[config.mk]
export PLATFORM = sky130hd
export DESIGN_NAME = riscv_shared_sram_arbiter_flat
export DESIGN_NICKNAME = d
export VERILOG_FILES = /design/src/rtl/riscv_shared_sram_arbiter_if.sv /design/src/rtl/riscv_shared_sram_arbiter.sv /design/src/flat_wrapper.sv
export SDC_FILE = /design/constraint.sdc
export NUM_CORES = 1
export LEC_CHECK = 0
export CAP_MARGIN = 30
export CORE_AREA = 2 2 99 101
export CTS_BUF_LIST = sky130_fd_sc_hd__clkbuf_8
export DETAILED_ROUTE_END_ITERATION = 6
export DIE_AREA = 0 0 101 103
export SYNTH_ARGS = -nofsm -noshare
export SYNTH_HDL_FRONTEND = slang
export SYNTH_SLANG_ARGS = --single-unit
[constraint.sdc]
create_clock -name clk -period 1.6 [get_ports clk]
set_clock_uncertainty 0.1 [all_clocks]
set_input_delay 0.24 -clock clk [delete_from_list [all_inputs] [get_ports clk]]
set_output_delay 0.24 -clock clk [all_outputs]
set_load 0.005 [all_outputs]
[src/rtl/riscv_shared_sram_arbiter_if.sv]
// Bundles the imem/dmem request-response buses and the SRAM port of the shared-SRAM arbiter.
// Latency: none; wires only.
// Backpressure: the resp wait signals hold each requester until its access completes.
//
// Signals:
//   imem_access_req__*  / imem_access_resp__*  instruction-fetch request and response
//   dmem_access_req__*  / dmem_access_resp__*  data-access request and response
//   sram_*                                     single-port synchronous SRAM port
// Modports:
//   slave  - the arbiter: consumes requests and SRAM read data, drives responses and the SRAM port
//   master - the environment (core plus SRAM): the mirror image of slave
interface riscv_shared_sram_arbiter_if #(
    parameter int ADDR_W = 14
);
    logic [31:0]       imem_access_req__address;
    logic              imem_access_req__read_enable;
    logic              imem_access_resp__wait;
    logic [31:0]       imem_access_resp__read_data;

    logic [31:0]       dmem_access_req__address;
    logic [3:0]        dmem_access_req__byte_enable;
    logic              dmem_access_req__write_enable;
    logic              dmem_access_req__read_enable;
    logic [31:0]       dmem_access_req__write_data;
    logic              dmem_access_resp__wait;
    logic [31:0]       dmem_access_resp__read_data;

    logic              sram_select;
    logic              sram_read_not_write;
    logic [ADDR_W-1:0] sram_address;
    logic [3:0]        sram_byte_enable;
    logic [31:0]       sram_write_data;
    logic [31:0]       sram_read_data;

    modport slave (
        input  imem_access_req__address,
        input  imem_access_req__read_enable,
        output imem_access_resp__wait,
        output imem_access_resp__read_data,
        input  dmem_access_req__address,
        input  dmem_access_req__byte_enable,
        input  dmem_access_req__write_enable,
        input  dmem_access_req__read_enable,
        input  dmem_access_req__write_data,
        output dmem_access_resp__wait,
        output dmem_access_resp__read_data,
        output sram_select,
        output sram_read_not_write,
        output sram_address,
        output sram_byte_enable,
        output sram_write_data,
        input  sram_read_data
    );

    modport master (
        output imem_access_req__address,
        output imem_access_req__read_enable,
        input  imem_access_resp__wait,
        input  imem_access_resp__read_data,
        output dmem_access_req__address,
        output dmem_access_req__byte_enable,
        output dmem_access_req__write_enable,
        output dmem_access_req__read_enable,
        output dmem_access_req__write_data,
        input  dmem_access_resp__wait,
        input  dmem_access_resp__read_data,
        input  sram_select,
        input  sram_read_not_write,
        input  sram_address,
        input  sram_byte_enable,
        input  sram_write_data,
        output sram_read_data
    );
endinterface

[src/rtl/riscv_shared_sram_arbiter.sv]
// Shares one single-port synchronous SRAM between the imem (fetch) and dmem (data) ports of a RISC-V core.
// Latency: aligned access 2 cycles, halfword-aligned fetch 3 cycles; accesses never overlap.
// Backpressure: combinational wait per port holds the requester; dmem wins ties unless imem has been starved.
//
// Ports:
//   clk    - single clock, rising edge
//   reset  - synchronous, active-high
//   bus    - riscv_shared_sram_arbiter_if.slave: imem/dmem request-response and SRAM port
// Parameters:
//   ADDR_W       - SRAM word-address width (word address = byte address[ADDR_W+1:2])
//   STARVE_LIMIT - consecutive dmem grants allowed while imem waits (1..15)
// Build option:
//   SRAM_ARB_UNALIGNED_FETCH_EN - when defined, fetches with address bit 1 set read two
//   consecutive words and return the straddling 32 bits; otherwise bit 1 is ignored.
module riscv_shared_sram_arbiter #(
    parameter int ADDR_W       = 14,
    parameter int STARVE_LIMIT = 4
) (
    input  logic                          clk,
    input  logic                          reset,
    riscv_shared_sram_arbiter_if.slave    bus
);

`ifdef SRAM_ARB_UNALIGNED_FETCH_EN
    typedef enum logic [1:0] {
        IDLE   = 2'd0,
        D_RESP = 2'd1,
        I_RESP = 2'd2,
        I_HI   = 2'd3
    } state_t;
`else
    typedef enum logic [1:0] {
        IDLE   = 2'd0,
        D_RESP = 2'd1,
        I_RESP = 2'd2
    } state_t;
`endif

    localparam logic [3:0]        LIMIT    = STARVE_LIMIT[3:0];
    localparam logic [ADDR_W-1:0] WORD_ONE = {{(ADDR_W-1){1'b0}}, 1'b1};

    state_t            state_q, state_d;
    logic [3:0]        starve_q, starve_d;
    // Word address of the fetch in flight; kept so the second read of a
    // halfword fetch does not depend on the requester holding its address.
    logic [ADDR_W-1:0] waddr_q, waddr_d;
`ifdef SRAM_ARB_UNALIGNED_FETCH_EN
    logic [15:0]       lo_q, lo_d;
    logic              hw_q, hw_d;
`endif

    logic              imem_pend;
    logic              dmem_pend;
    logic [ADDR_W-1:0] i_word;
    logic [ADDR_W-1:0] d_word;

    logic              sel;
    logic              rnw;
    logic [ADDR_W-1:0] sram_addr;
    logic [3:0]        sram_be;
    logic [31:0]       sram_wdat;
    logic              i_wait;
    logic              d_wait;
    logic [31:0]       i_rdat;
    logic [31:0]       d_rdat;

    assign imem_pend = bus.imem_access_req__read_enable;
    assign dmem_pend = bus.dmem_access_req__write_enable | bus.dmem_access_req__read_enable;
    assign i_word    = bus.imem_access_req__address[ADDR_W+1:2];
    assign d_word    = bus.dmem_access_req__address[ADDR_W+1:2];

    // Address bits outside the SRAM word range are intentionally ignored.
    logic unused_addr_bits;
    assign unused_addr_bits = ^{bus.imem_access_req__address[31:ADDR_W+2],
                                bus.imem_access_req__address[1:0],
                                bus.dmem_access_req__address[31:ADDR_W+2],
                                bus.dmem_access_req__address[1:0]};

    always_comb begin
        state_d   = state_q;
        starve_d  = starve_q;
        waddr_d   = waddr_q;
`ifdef SRAM_ARB_UNALIGNED_FETCH_EN
        lo_d      = lo_q;
        hw_d      = hw_q;
`endif
        sel       = 1'b0;
        rnw       = 1'b1;
        sram_addr = '0;
        sram_be   = 4'hf;
        sram_wdat = '0;
        i_wait    = imem_pend;
        d_wait    = dmem_pend;
        i_rdat    = '0;
        d_rdat    = '0;

        case (state_q)
            IDLE: begin
                if (dmem_pend && ((starve_q < LIMIT) || !imem_pend)) begin
                    // Write takes precedence when both enables are set.
                    sel       = 1'b1;
                    rnw       = ~bus.dmem_access_req__write_enable;
                    sram_addr = d_word;
                    sram_be   = bus.dmem_access_req__write_enable ?
                                bus.dmem_access_req__byte_enable : 4'hf;
                    sram_wdat = bus.dmem_access_req__write_data;
                    starve_d  = imem_pend ? (starve_q + 4'd1) : 4'd0;
                    state_d   = D_RESP;
                end else if (imem_pend) begin
                    sel       = 1'b1;
                    sram_addr = i_word;
                    waddr_d   = i_word;
                    starve_d  = 4'd0;
`ifdef SRAM_ARB_UNALIGNED_FETCH_EN
                    hw_d      = bus.imem_access_req__address[1];
                    state_d   = bus.imem_access_req__address[1] ? I_HI : I_RESP;
`else
                    state_d   = I_RESP;
`endif
                end
            end

            D_RESP: begin
                d_wait  = 1'b0;
                d_rdat  = bus.sram_read_data;
                state_d = IDLE;
            end

`ifdef SRAM_ARB_UNALIGNED_FETCH_EN
            I_HI: begin
                // Upper half of the first word becomes the low half of the result;
                // the next word address wraps naturally at the top of the SRAM.
                lo_d      = bus.sram_read_data[31:16];
                sel       = 1'b1;
                sram_addr = waddr_q + WORD_ONE;
                state_d   = I_RESP;
            end
`endif

            I_RESP: begin
                i_wait  = 1'b0;
`ifdef SRAM_ARB_UNALIGNED_FETCH_EN
                i_rdat  = hw_q ? {bus.sram_read_data[15:0], lo_q} : bus.sram_read_data;
`else
                i_rdat  = bus.sram_read_data;
`endif
                state_d = IDLE;
            end

            default: begin
                state_d = IDLE;
            end
        endcase

        // During reset nothing is issued and any in-flight response is dropped.
        if (reset) begin
            sel    = 1'b0;
            i_wait = imem_pend;
            d_wait = dmem_pend;
            i_rdat = '0;
            d_rdat = '0;
        end
    end

    always_ff @(posedge clk) begin
        if (reset) begin
            state_q  <= IDLE;
            starve_q <= '0;
            waddr_q  <= '0;
`ifdef SRAM_ARB_UNALIGNED_FETCH_EN
            lo_q     <= '0;
            hw_q     <= 1'b0;
`endif
        end else begin
            state_q  <= state_d;
            starve_q <= starve_d;
            waddr_q  <= waddr_d;
`ifdef SRAM_ARB_UNALIGNED_FETCH_EN
            lo_q     <= lo_d;
            hw_q     <= hw_d;
`endif
        end
    end

    assign bus.sram_select                 = sel;
    assign bus.sram_read_not_write         = rnw;
    assign bus.sram_address                = sram_addr;
    assign bus.sram_byte_enable            = sram_be;
    assign bus.sram_write_data             = sram_wdat;
    assign bus.imem_access_resp__wait      = i_wait;
    assign bus.imem_access_resp__read_data = i_rdat;
    assign bus.dmem_access_resp__wait      = d_wait;
    assign bus.dmem_access_resp__read_data = d_rdat;

endmodule

[src/flat_wrapper.sv]
// flat-port wrapper written by rule: the top's interface ports become plain ports
module riscv_shared_sram_arbiter_flat 
#(
    parameter int ADDR_W       = 14,
    parameter int STARVE_LIMIT = 4
)
  (clk, reset, bus_imem_access_req__address, bus_imem_access_req__read_enable, bus_imem_access_resp__wait, bus_imem_access_resp__read_data, bus_dmem_access_req__address, bus_dmem_access_req__byte_enable, bus_dmem_access_req__write_enable, bus_dmem_access_req__read_enable, bus_dmem_access_req__write_data, bus_dmem_access_resp__wait, bus_dmem_access_resp__read_data, bus_sram_select, bus_sram_read_not_write, bus_sram_address, bus_sram_byte_enable, bus_sram_write_data, bus_sram_read_data);
  riscv_shared_sram_arbiter_if #(.ADDR_W(ADDR_W)) bus_i ();
  input  logic clk;
  input  logic reset;
  input wire logic [$bits(bus_i.imem_access_req__address)-1:0] bus_imem_access_req__address;
  input wire logic [$bits(bus_i.imem_access_req__read_enable)-1:0] bus_imem_access_req__read_enable;
  output wire logic [$bits(bus_i.imem_access_resp__wait)-1:0] bus_imem_access_resp__wait;
  output wire logic [$bits(bus_i.imem_access_resp__read_data)-1:0] bus_imem_access_resp__read_data;
  input wire logic [$bits(bus_i.dmem_access_req__address)-1:0] bus_dmem_access_req__address;
  input wire logic [$bits(bus_i.dmem_access_req__byte_enable)-1:0] bus_dmem_access_req__byte_enable;
  input wire logic [$bits(bus_i.dmem_access_req__write_enable)-1:0] bus_dmem_access_req__write_enable;
  input wire logic [$bits(bus_i.dmem_access_req__read_enable)-1:0] bus_dmem_access_req__read_enable;
  input wire logic [$bits(bus_i.dmem_access_req__write_data)-1:0] bus_dmem_access_req__write_data;
  output wire logic [$bits(bus_i.dmem_access_resp__wait)-1:0] bus_dmem_access_resp__wait;
  output wire logic [$bits(bus_i.dmem_access_resp__read_data)-1:0] bus_dmem_access_resp__read_data;
  output wire logic [$bits(bus_i.sram_select)-1:0] bus_sram_select;
  output wire logic [$bits(bus_i.sram_read_not_write)-1:0] bus_sram_read_not_write;
  output wire logic [$bits(bus_i.sram_address)-1:0] bus_sram_address;
  output wire logic [$bits(bus_i.sram_byte_enable)-1:0] bus_sram_byte_enable;
  output wire logic [$bits(bus_i.sram_write_data)-1:0] bus_sram_write_data;
  input wire logic [$bits(bus_i.sram_read_data)-1:0] bus_sram_read_data;
  assign bus_i.imem_access_req__address = bus_imem_access_req__address;
  assign bus_i.imem_access_req__read_enable = bus_imem_access_req__read_enable;
  assign bus_imem_access_resp__wait = bus_i.imem_access_resp__wait;
  assign bus_imem_access_resp__read_data = bus_i.imem_access_resp__read_data;
  assign bus_i.dmem_access_req__address = bus_dmem_access_req__address;
  assign bus_i.dmem_access_req__byte_enable = bus_dmem_access_req__byte_enable;
  assign bus_i.dmem_access_req__write_enable = bus_dmem_access_req__write_enable;
  assign bus_i.dmem_access_req__read_enable = bus_dmem_access_req__read_enable;
  assign bus_i.dmem_access_req__write_data = bus_dmem_access_req__write_data;
  assign bus_dmem_access_resp__wait = bus_i.dmem_access_resp__wait;
  assign bus_dmem_access_resp__read_data = bus_i.dmem_access_resp__read_data;
  assign bus_sram_select = bus_i.sram_select;
  assign bus_sram_read_not_write = bus_i.sram_read_not_write;
  assign bus_sram_address = bus_i.sram_address;
  assign bus_sram_byte_enable = bus_i.sram_byte_enable;
  assign bus_sram_write_data = bus_i.sram_write_data;
  assign bus_i.sram_read_data = bus_sram_read_data;
  riscv_shared_sram_arbiter #(.ADDR_W(ADDR_W), .STARVE_LIMIT(STARVE_LIMIT)) u_core (.clk(clk), .reset(reset), .bus(bus_i));
endmodule
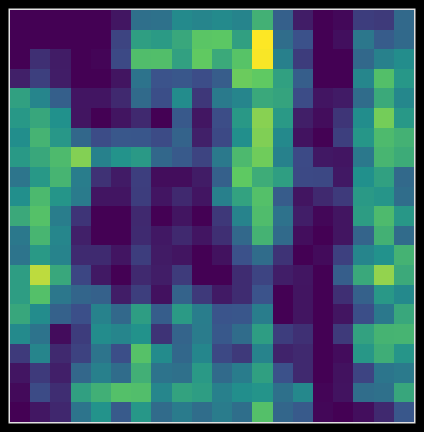
(images/metal_density.png)
Drawn at 4 px/µm. The die is cut into 20 by 21 equal tiles; dark purple is low, yellow is high, scaled to the fullest tile. Values are wire area over tile area, all layers added.
- fullest tile: 0.45
- nearly empty tiles: 11%
- tiles over half the peak: 26%

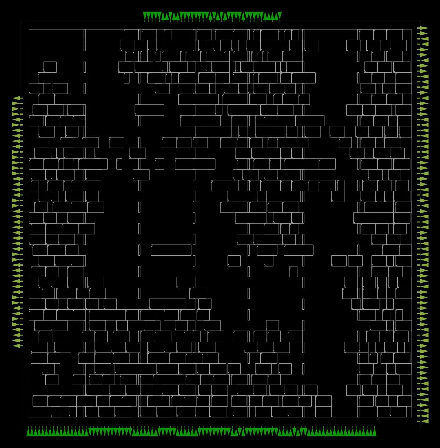
(images/placement.png)
Seq cells: 6
Tap Cells: 114
flop share of the area: 2.71%
Util after Layout: 50.7%

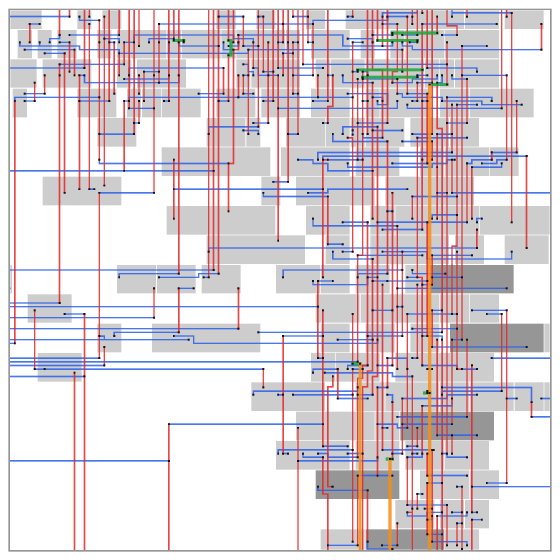
(images/detail.png)
Region (26, 47) to (76, 97) µm. Cells in grey, sequential cells in the stronger grey; small squares are vias.
- metal 4: orange
- metal 2: red
- metal 1: blue
- metal 3: green
- sequential cells in the window: 5
- most frequent: nand2_1 (19), clkdlybuf4s50_1 (19), buf_6 (15)
- cells with their middle in the window: 125
- netlist names of flops here include: u_core.starve_q (3), u_core.state_q (2)

==> changes_impl.md <==
## Flow update

- Status: complete, but fails checks
- Violations in the final reports: negative setup slack
- Net count after synthesis: around 330
- CP startpoint: u_core.state_q[0]
- Most Crowded Layer GR: met2
- Via count: 2438
- Hold buffers post-CTS: 0
- Chip area: 0.0104 mm²
- Antenna Violating Nets Remaining: 0
- Log Warnings: around 64
- Power dissipated in combinational cells: approximately 0.0012 W
- Maximum buffer depth of the clock tree: 2
- Endpoint type of the worst setup path: output pin
- Cell family with the largest share of critical-path delay: buffers and inverters
- Yosys synthesis chip area: between 0.001 and 0.0015 mm²
- Number of synthesized flops with an enable pin: 0
- Metal3 WL: 727 µm
- Power group with the largest share: combinational cells
- Nature of the critical path startpoint: flip-flop
- Max-Cap Viols: 0
- Worst Slack Setup Final: -348 ps
- Hold Path Sink: u_core.starve_q[1]
- R2r worst-path depth: 6
- Via count normalized by instance count: roughly 4.2
- Fmax achieved: 513 MHz
- Clock transition at the register clock pins on the worst setup and hold paths after CTS: roughly 40 ps
- Top logic family: simple AND/OR/NAND/NOR gates
- Synth async-reset ratio: 0%
- WP data arrival: 1610 ps
- DRC violation count after routing: 0
- Type of the worst min-delay path: reg2reg
- Worst min-delay path startpoint: u_core.starve_q[1]
- Antenna diodes: 0
- Worst setup timing slack at the placement stage: -1050 ps
- Ratio of cells with drive above 1 in the final layout: 66.5%
- Latest clock arrival within the worst-skew pair: 240 ps
- Floorplan core area: between 0.009 and 0.01 mm²
- Sw Pwr: between 0.0004 and 0.0005 W
- Final Power: between 0.0015 and 0.002 W
- Worst supply voltage drop on vdd: 189 µV
- Post-synthesis cell type with the largest instance count: sky130_fd_sc_hd__and2_1
- Layout overhead on the synthesized area: 298%
- Gr ovfl total: 0
- Top area contributor share: about half
- Met2 usage: ~30%
- Count of endpoints failing setup in the final report: between 100 and 150
- Global-route wire length before repair: ~13000 µm
- Most area-hungry cell type in the Yosys netlist: sky130_fd_sc_hd__and2_1
- Number of antenna violations at the first check in global routing: 0
- Critical path start-end classification: reg2out
- Xor/xnor share: 0%
- Detailed-routing wirelength on met1: 3370 µm
- Primary flip-flop cell chosen by synthesis mapping: sky130_fd_sc_hd__dfxtp_1
- Clock tree from TritonCTS: done
- Count of warnings emitted by yosys: 0
[sequential cells by signal, summed over array words and instances, names as in the netlist]
register and count:
u_core.state_q 2, u_core.starve_q 4
[what timing repair did]
action,in CTS,in global routing
cloned,9,3
setup buffers,38,9
resized,586,152
pin swaps,54,34
endpoints found under the setup margin,118,118
[stage by stage]
stage / instances / setup TNS (ps) / util (%)
floorplan: 188 / 0 / -
global placement: 522 / -84020 / 38.4
detailed placement: 522 / -85460 / 38.4
CTS: 571 / -30210 / 45.6
global route: 574 / -36610 / 50.7
finish: 574 / -28060 / 50.7
[area by class of cell]
cell class | count | area, µm² | share of cell area [%]
tap | 114 | 143 | 2.97
multi-input combinational | 168 | 1410 | 29.5
timing repair buffer | 283 | 3070 | 64.0
sequential | 6 | 130 | 2.71
clock buffer | 3 | 41.3 | 0.861
Power and IR drop assume default switching activity.
